## config.mk

```make
export PLATFORM = sky130hd
export DESIGN_NAME = year_calc_seq_flat
export DESIGN_NICKNAME = d
export VERILOG_FILES = /design/src/rtl/year_calc_pkg.sv /design/src/rtl/year_calc_seq_if.sv /design/src/rtl/year_div100_serial.sv /design/src/rtl/year_calc_seq.sv /design/src/flat_wrapper.sv
export SDC_FILE = /design/constraint.sdc
export NUM_CORES = 1
export LEC_CHECK = 0
export CORE_MARGIN = 10
export CORE_UTILIZATION = 47
export DETAILED_ROUTE_END_ITERATION = 16
export PLACE_DENSITY_LB_ADDON = 0.25
export RECOVER_POWER = 25
export SLEW_MARGIN = 0
export SYNTH_ARGS = -nofsm -noshare
export SYNTH_HDL_FRONTEND = slang
export SYNTH_SLANG_ARGS = --single-unit
```

## constraint.sdc

```tcl
create_clock -name clk -period 2.9 [get_ports clk]
set_input_delay 0.725 -clock clk [delete_from_list [all_inputs] [get_ports clk]]
set_output_delay 0.725 -clock clk [all_outputs]
set_load 0.005 [all_outputs]
```

## src/rtl/year_calc_pkg.sv

```systemverilog
// Shared types and constants for the sequential year calculator.
// Imported by the top, the divider and the handshake interface users.
package year_calc_pkg;

  typedef enum logic [1:0] {
    IDLE,
    DIV,
    DONE
  } state_e;

  localparam int DIVISOR      = 100;
  localparam int DEFAULT_YEAR = 2019;

endpackage

```

## src/rtl/year_calc_seq_if.sv

```systemverilog
// Valid/ready request and result bundle of year_calc_seq.
// The master side is the front end; the slave side is the calculator.
interface year_calc_seq_if #(
  parameter int K = 13
) ();

  logic         in_valid;
  logic         in_ready;
  logic [K-1:0] year_in;
  logic         use_default;
  logic         out_valid;
  logic         out_ready;
  logic [K-1:0] year_out;
  logic [K:0]   delta;
  logic         fail;
  logic         ok;
  logic         leap;

  modport master (
    output in_valid,
    output year_in,
    output use_default,
    output out_ready,
    input  in_ready,
    input  out_valid,
    input  year_out,
    input  delta,
    input  fail,
    input  ok,
    input  leap
  );

  modport slave (
    input  in_valid,
    input  year_in,
    input  use_default,
    input  out_ready,
    output in_ready,
    output out_valid,
    output year_out,
    output delta,
    output fail,
    output ok,
    output leap
  );

endinterface

```

## src/rtl/year_div100_serial.sv

```systemverilog
// Restoring divide-by-100, one quotient bit per clock, MSB first.
// A start loads the dividend; K-1 steps follow, done flags the last.
module year_div100_serial
  import year_calc_pkg::*;
#(
  parameter int K = 13
) (
  input  logic         clk,
  input  logic         reset,
  input  logic         start,
  input  logic [K-2:0] dividend,
  output logic         busy,
  output logic         done,
  output logic [K-2:0] Q,
  output logic [6:0]   R
);

  localparam int CW = $clog2(K);

  logic [K-2:0]  dvd_q, dvd_d;
  logic [K-2:0]  quo_q, quo_d;
  logic [6:0]    rem_q, rem_d;
  logic [CW-1:0] cnt_q, cnt_d;

  logic [7:0] rem_sh;
  logic       ge;
  logic [6:0] rem_nx;

  always_comb begin
    rem_sh = {rem_q, dvd_q[K-2]};
    ge     = rem_sh >= 8'(DIVISOR);
    rem_nx = 7'(ge ? rem_sh - 8'(DIVISOR) : rem_sh);
  end

  always_comb begin
    dvd_d = dvd_q;
    quo_d = quo_q;
    rem_d = rem_q;
    cnt_d = cnt_q;
    if (start) begin
      dvd_d = dividend;
      quo_d = '0;
      rem_d = '0;
      cnt_d = CW'(K - 1);
    end else if (busy) begin
      dvd_d = dvd_q << 1;
      quo_d = {quo_q[K-3:0], ge};
      rem_d = rem_nx;
      cnt_d = cnt_q - 1'b1;
    end
  end

  always_ff @(posedge clk) begin
    if (reset) begin
      dvd_q <= '0;
      quo_q <= '0;
      rem_q <= '0;
      cnt_q <= '0;
    end else begin
      dvd_q <= dvd_d;
      quo_q <= quo_d;
      rem_q <= rem_d;
      cnt_q <= cnt_d;
    end
  end

  assign busy = cnt_q != '0;
  assign done = cnt_q == CW'(1);
  assign Q    = quo_q;
  assign R    = rem_q;

endmodule

```

## src/rtl/year_calc_seq.sv

```systemverilog
// Sequential year check: validity, delta to the reference year and
// a Gregorian leap flag derived from a serial divide-by-100.
module year_calc_seq
  import year_calc_pkg::*;
#(
  parameter int K        = 13,
  parameter int REF_YEAR = DEFAULT_YEAR
) (
  input logic          clk,
  input logic          reset,
  year_calc_seq_if.slave bus
);

  state_e state_q, state_d;

  logic [K-1:0] year_q, year_d;
  logic [K:0]   delta_q, delta_d;
  logic         fail_q, fail_d;
  logic         ok_q, ok_d;

  logic [K-1:0] y_sel;
  logic [K:0]   delta_c;
  logic         fail_c;
  logic         ok_c;
  logic         accept;
  logic         div_start;
  logic         div_busy;
  logic         div_done;
  logic [K-2:0] div_q;
  logic [6:0]   div_r;
  logic         unused_q;

  // Sign-extend both operands so the difference cannot overflow.
  always_comb begin
    y_sel   = bus.use_default ? K'(REF_YEAR) : bus.year_in;
    delta_c = {y_sel[K-1], y_sel} - (K+1)'(REF_YEAR);
    fail_c  = y_sel[K-1] | (y_sel == '0);
    ok_c    = y_sel != K'(REF_YEAR);
  end

  assign accept    = (state_q == IDLE) & bus.in_valid;
  assign div_start = accept & ~fail_c;

  always_comb begin
    state_d = state_q;
    year_d  = year_q;
    delta_d = delta_q;
    fail_d  = fail_q;
    ok_d    = ok_q;
    unique case (state_q)
      IDLE: begin
        if (bus.in_valid) begin
          year_d  = y_sel;
          delta_d = delta_c;
          fail_d  = fail_c;
          ok_d    = ok_c;
          state_d = fail_c ? DONE : DIV;
        end
      end
      DIV: begin
        if (div_done || !div_busy) begin
          state_d = DONE;
        end
      end
      DONE: begin
        if (bus.out_ready) begin
          state_d = IDLE;
        end
      end
      default: state_d = IDLE;
    endcase
  end

  always_ff @(posedge clk) begin
    if (reset) begin
      state_q <= IDLE;
      year_q  <= '0;
      delta_q <= '0;
      fail_q  <= 1'b0;
      ok_q    <= 1'b0;
    end else begin
      state_q <= state_d;
      year_q  <= year_d;
      delta_q <= delta_d;
      fail_q  <= fail_d;
      ok_q    <= ok_d;
    end
  end

  year_div100_serial #(
    .K (K)
  ) u_div (
    .clk      (clk),
    .reset    (reset),
    .start    (div_start),
    .dividend (y_sel[K-2:0]),
    .busy     (div_busy),
    .done     (div_done),
    .Q        (div_q),
    .R        (div_r)
  );

  // Only the low quotient bits matter for the century rule.
  assign unused_q = ^div_q[K-2:2];

  assign bus.in_ready  = state_q == IDLE;
  assign bus.out_valid = state_q == DONE;
  assign bus.year_out  = year_q;
  assign bus.delta     = delta_q;
  assign bus.fail      = fail_q;
  assign bus.ok        = ok_q;
  assign bus.leap      = (state_q == DONE) & ~fail_q
                       & (year_q[1:0] == 2'b00)
                       & ((div_r != '0) | (div_q[1:0] == 2'b00));

endmodule

```

## src/flat_wrapper.sv

```systemverilog
// flat-port wrapper written by rule: the top's interface ports become plain ports
module year_calc_seq_flat import year_calc_pkg::*;
#(
  parameter int K        = 13,
  parameter int REF_YEAR = DEFAULT_YEAR
)
  (clk, reset, bus_in_valid, bus_year_in, bus_use_default, bus_out_ready, bus_in_ready, bus_out_valid, bus_year_out, bus_delta, bus_fail, bus_ok, bus_leap);
  year_calc_seq_if #(.K(K)) bus_i ();
  input logic clk;
  input logic reset;
  input wire logic [$bits(bus_i.in_valid)-1:0] bus_in_valid;
  input wire logic [$bits(bus_i.year_in)-1:0] bus_year_in;
  input wire logic [$bits(bus_i.use_default)-1:0] bus_use_default;
  input wire logic [$bits(bus_i.out_ready)-1:0] bus_out_ready;
  output wire logic [$bits(bus_i.in_ready)-1:0] bus_in_ready;
  output wire logic [$bits(bus_i.out_valid)-1:0] bus_out_valid;
  output wire logic [$bits(bus_i.year_out)-1:0] bus_year_out;
  output wire logic [$bits(bus_i.delta)-1:0] bus_delta;
  output wire logic [$bits(bus_i.fail)-1:0] bus_fail;
  output wire logic [$bits(bus_i.ok)-1:0] bus_ok;
  output wire logic [$bits(bus_i.leap)-1:0] bus_leap;
  assign bus_i.in_valid = bus_in_valid;
  assign bus_i.year_in = bus_year_in;
  assign bus_i.use_default = bus_use_default;
  assign bus_i.out_ready = bus_out_ready;
  assign bus_in_ready = bus_i.in_ready;
  assign bus_out_valid = bus_i.out_valid;
  assign bus_year_out = bus_i.year_out;
  assign bus_delta = bus_i.delta;
  assign bus_fail = bus_i.fail;
  assign bus_ok = bus_i.ok;
  assign bus_leap = bus_i.leap;
  year_calc_seq #(.K(K), .REF_YEAR(REF_YEAR)) u_core (.clk(clk), .reset(reset), .bus(bus_i));
endmodule
```

Fig. 1: signal wires on met1
Drawn at 4 px/um. Supply wires on this layer in grey.
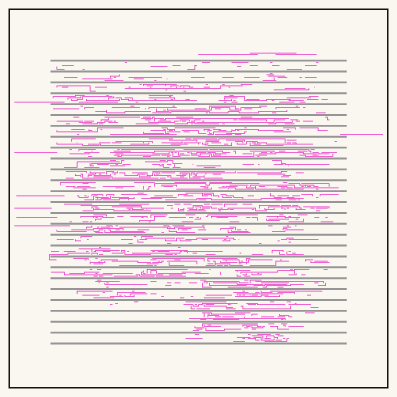
355 nets have wire on it. The wires run mostly horizontal. The longest straight run is 30.8 um. The layer holds 46% of the routed length.
Vias: 2457
drt total wl: 6853 um
met1 usage: 0.2108

==> flow_summary.yaml <==
# physical design summary
run_status:
  status: "finished, final reports clean"
drt:
  firstDrtPassIters: 4
  viasPerCell: 5.521
  wl_met1_um: 3146
  antenna_left: 0
  met2_length_um: 2963
  met3_length_um: 642
  drc: 0
  highest_layer: "met4"
  drt_iter0_drc: 148
finish:
  stdcell_count: 445
  seqCellArea_mm2: 0.001121
  finish.instance_area_mm2: 0.003244
  drive_above_1_share: 0.06667
  diodes: 0
  area_delta_synth_final_pct: 25.21
  largest_register_ffs: 14
  comb_area_mm2: 0.001351
  fillers: 480
  nets: 398
  layout_top_cells: "nand2_1, dfxtp_1, nor2_1"
worst_hold_path:
  worstHoldStart: "u_core.bus.delta[6]"
  whs_endpoint: "u_core.bus.delta[6]"
  hold_depth: 2
  hold_class: "register to register"
power:
  pg_comb_mw: 0.814
  power.share.clock: 0.187
  power_frac_comb: 0.365
  seq_power_mw: 1.00
  swShare: 0.3733
  p_clk_mw: 0.417
  p_leak_nw: 1.189
  peakVddDrop_v: 0.0003420
  power_density_mw_per_mm2: 687.6
  total_power_mw: 2.231
  intPower_mw: 1.398
  switchingPower_mw: 0.8327
  maxPowerGroup: "registers"
  seq_power_share: 0.448
floorplanning:
  pin_count: 50
  num_rows: 26
  die_y_um: 94.25
  initial_utilization: 0.4947
  coreArea_mm2: 0.005238
  die_w_um: 94.25
  dieArea_mm2: 0.008883
cts:
  root_buffer: "clkbuf_8"
  ctsHoldBuffers: 0
  post_cts_buffers: 0
  post_cts_resized: 0
  cts_tree: "done"
  clock_sinks: 56
  htreeDepth: 2
  cts.clk_slew.worst_paths_ps: 100
  cts_buffer_depth: 2
  cts_buffers: 5
  clk_latency_ps: 310
synthesis:
  largest_area_cell: "dfxtp_1"
  ys_top_cells_by_area: "dfxtp_1, nand2_1, a21oi_1, nor2_1, nor3_1"
  syn_avg_cell_area_um2: 7.924
  yosys-stat-area_mm2: 0.002591
  ys_cells: 327
  synthArstFlopShare: 0
  synth-edff-count: 0
  yosys.cell_types.count: 48
  synth.net_count: 350
  yosysTopAreaCellShare: 0.4326
  synth_area_mm2: 0.002591
  common_cells: "dfxtp_1, nand2_1, nor2_1, a21oi_1, nor3_1"
  ys_ff: 56
  syn_inst: 327
  yosysWarningCount: 0
  ff_type: "dfxtp_1"
  synth_seq_share: 0.4326
setup_path:
  crit_type: "register to primary output"
  worst_setup_path_start_kind: "register"
  r2r-start: "u_core.state_q[1]"
  critPathSlowestCell: "clkdlybuf4s50_1"
  timing.rr.end: "u_core.bus.year_out[2]"
  crit_path_start: "u_core.u_div.R[1]"
  reg2regPathDepth: 6
  crit_path_end: "bus_leap"
  crit_path_end_kind: "primary output"
  critical-path-max-stage-delay_ps: 450
  cp_num_buf_inv: 1
  r2r_slack_ps: 720
  cp.arrival_ps: 1920
  crit_cells: 4
  required_ps: 2170
  crit_path_max_fanout: 4
  path_delay_family: "simple AND/OR/NAND/NOR gates"
place:
  hpwl_um: 5010
  place_congestion: 0.9048
  io_buffer_count: 49
  dpl-instance-area_mm2: 0.003171
  numPlacedInstances: 438
  place_ws_ps: 86.64
sta:
  final-setup-viol-count: 0
  setup_tns_ps: 0
  final_hold_viol_count: 0
  final.min_clock_period_ps: 2646
  finalWorstSetupSlack_ps: 254.5
  relSlewSlack: 0.1995
  fin_hold_ws_ps: 458.6
  tightest_slew_ps: 1201
  rsz0062_at_grt: "no"
  finalCritPeriodShare: 0.9122
  finalClockSkew_ps: 6.352
  fmax_mhz: 378.0
  maxSlewViolCount: 0
run:
  maxCapViolations: 0
  tool_warnings: 28
global_routing:
  grt-ovfl-total: 0
  grt_start_max_net_pins: 45
  grtUsageMet2: 0.2180
  grt_pass1_wl_um: 11230
  antenna_found_initial: 0
  top_usage_layer: "met2"
  first_global_vias: 2279
Fig. 2: routing congestion map
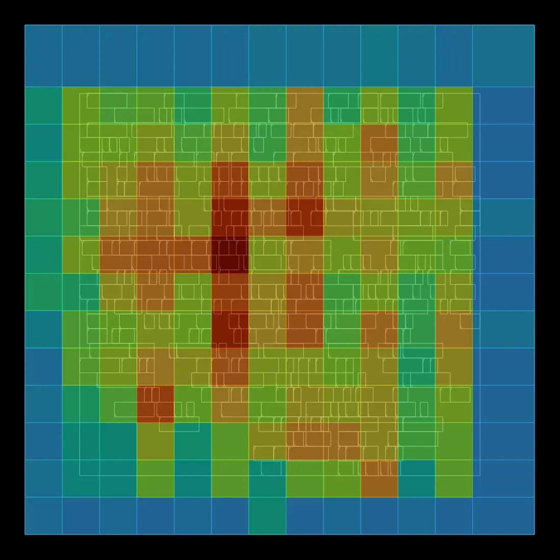
overall routing resource usage: 0.1546
Routed WL per cell: 15.40 um
met3 usage: 0.05755
final core area utilization: 0.6194

## kinds of logic (layout without fill, tap and decap cells)
family                     after synthesis  count (layout)  share of synthesized area
and+or+nand+nor                        154             154                     0.2733
AOI/OAI and AO/OA                       73              73                     0.1859
DFF                                     56              56                     0.4326
buffers and inverters                   28              76                    0.04587
xor gates and xnor gates                10              10                    0.03380
adders and majority gates                5               5                    0.02414
muxes                                    1               1                   0.004345
## final cells by class
class | instances | share of cell area
Sequential cell | 56 | 0.3455
Clock inverter | 2 | 0.003857
Tap cell | 70 | 0.02700
Timing Repair Buffer | 61 | 0.1766
Inverter | 8 | 0.009256
Clock buffer | 5 | 0.02121
Multi-Input combinational cell | 243 | 0.4165
No activity file was given, so power comes from the tool's default toggle rates.
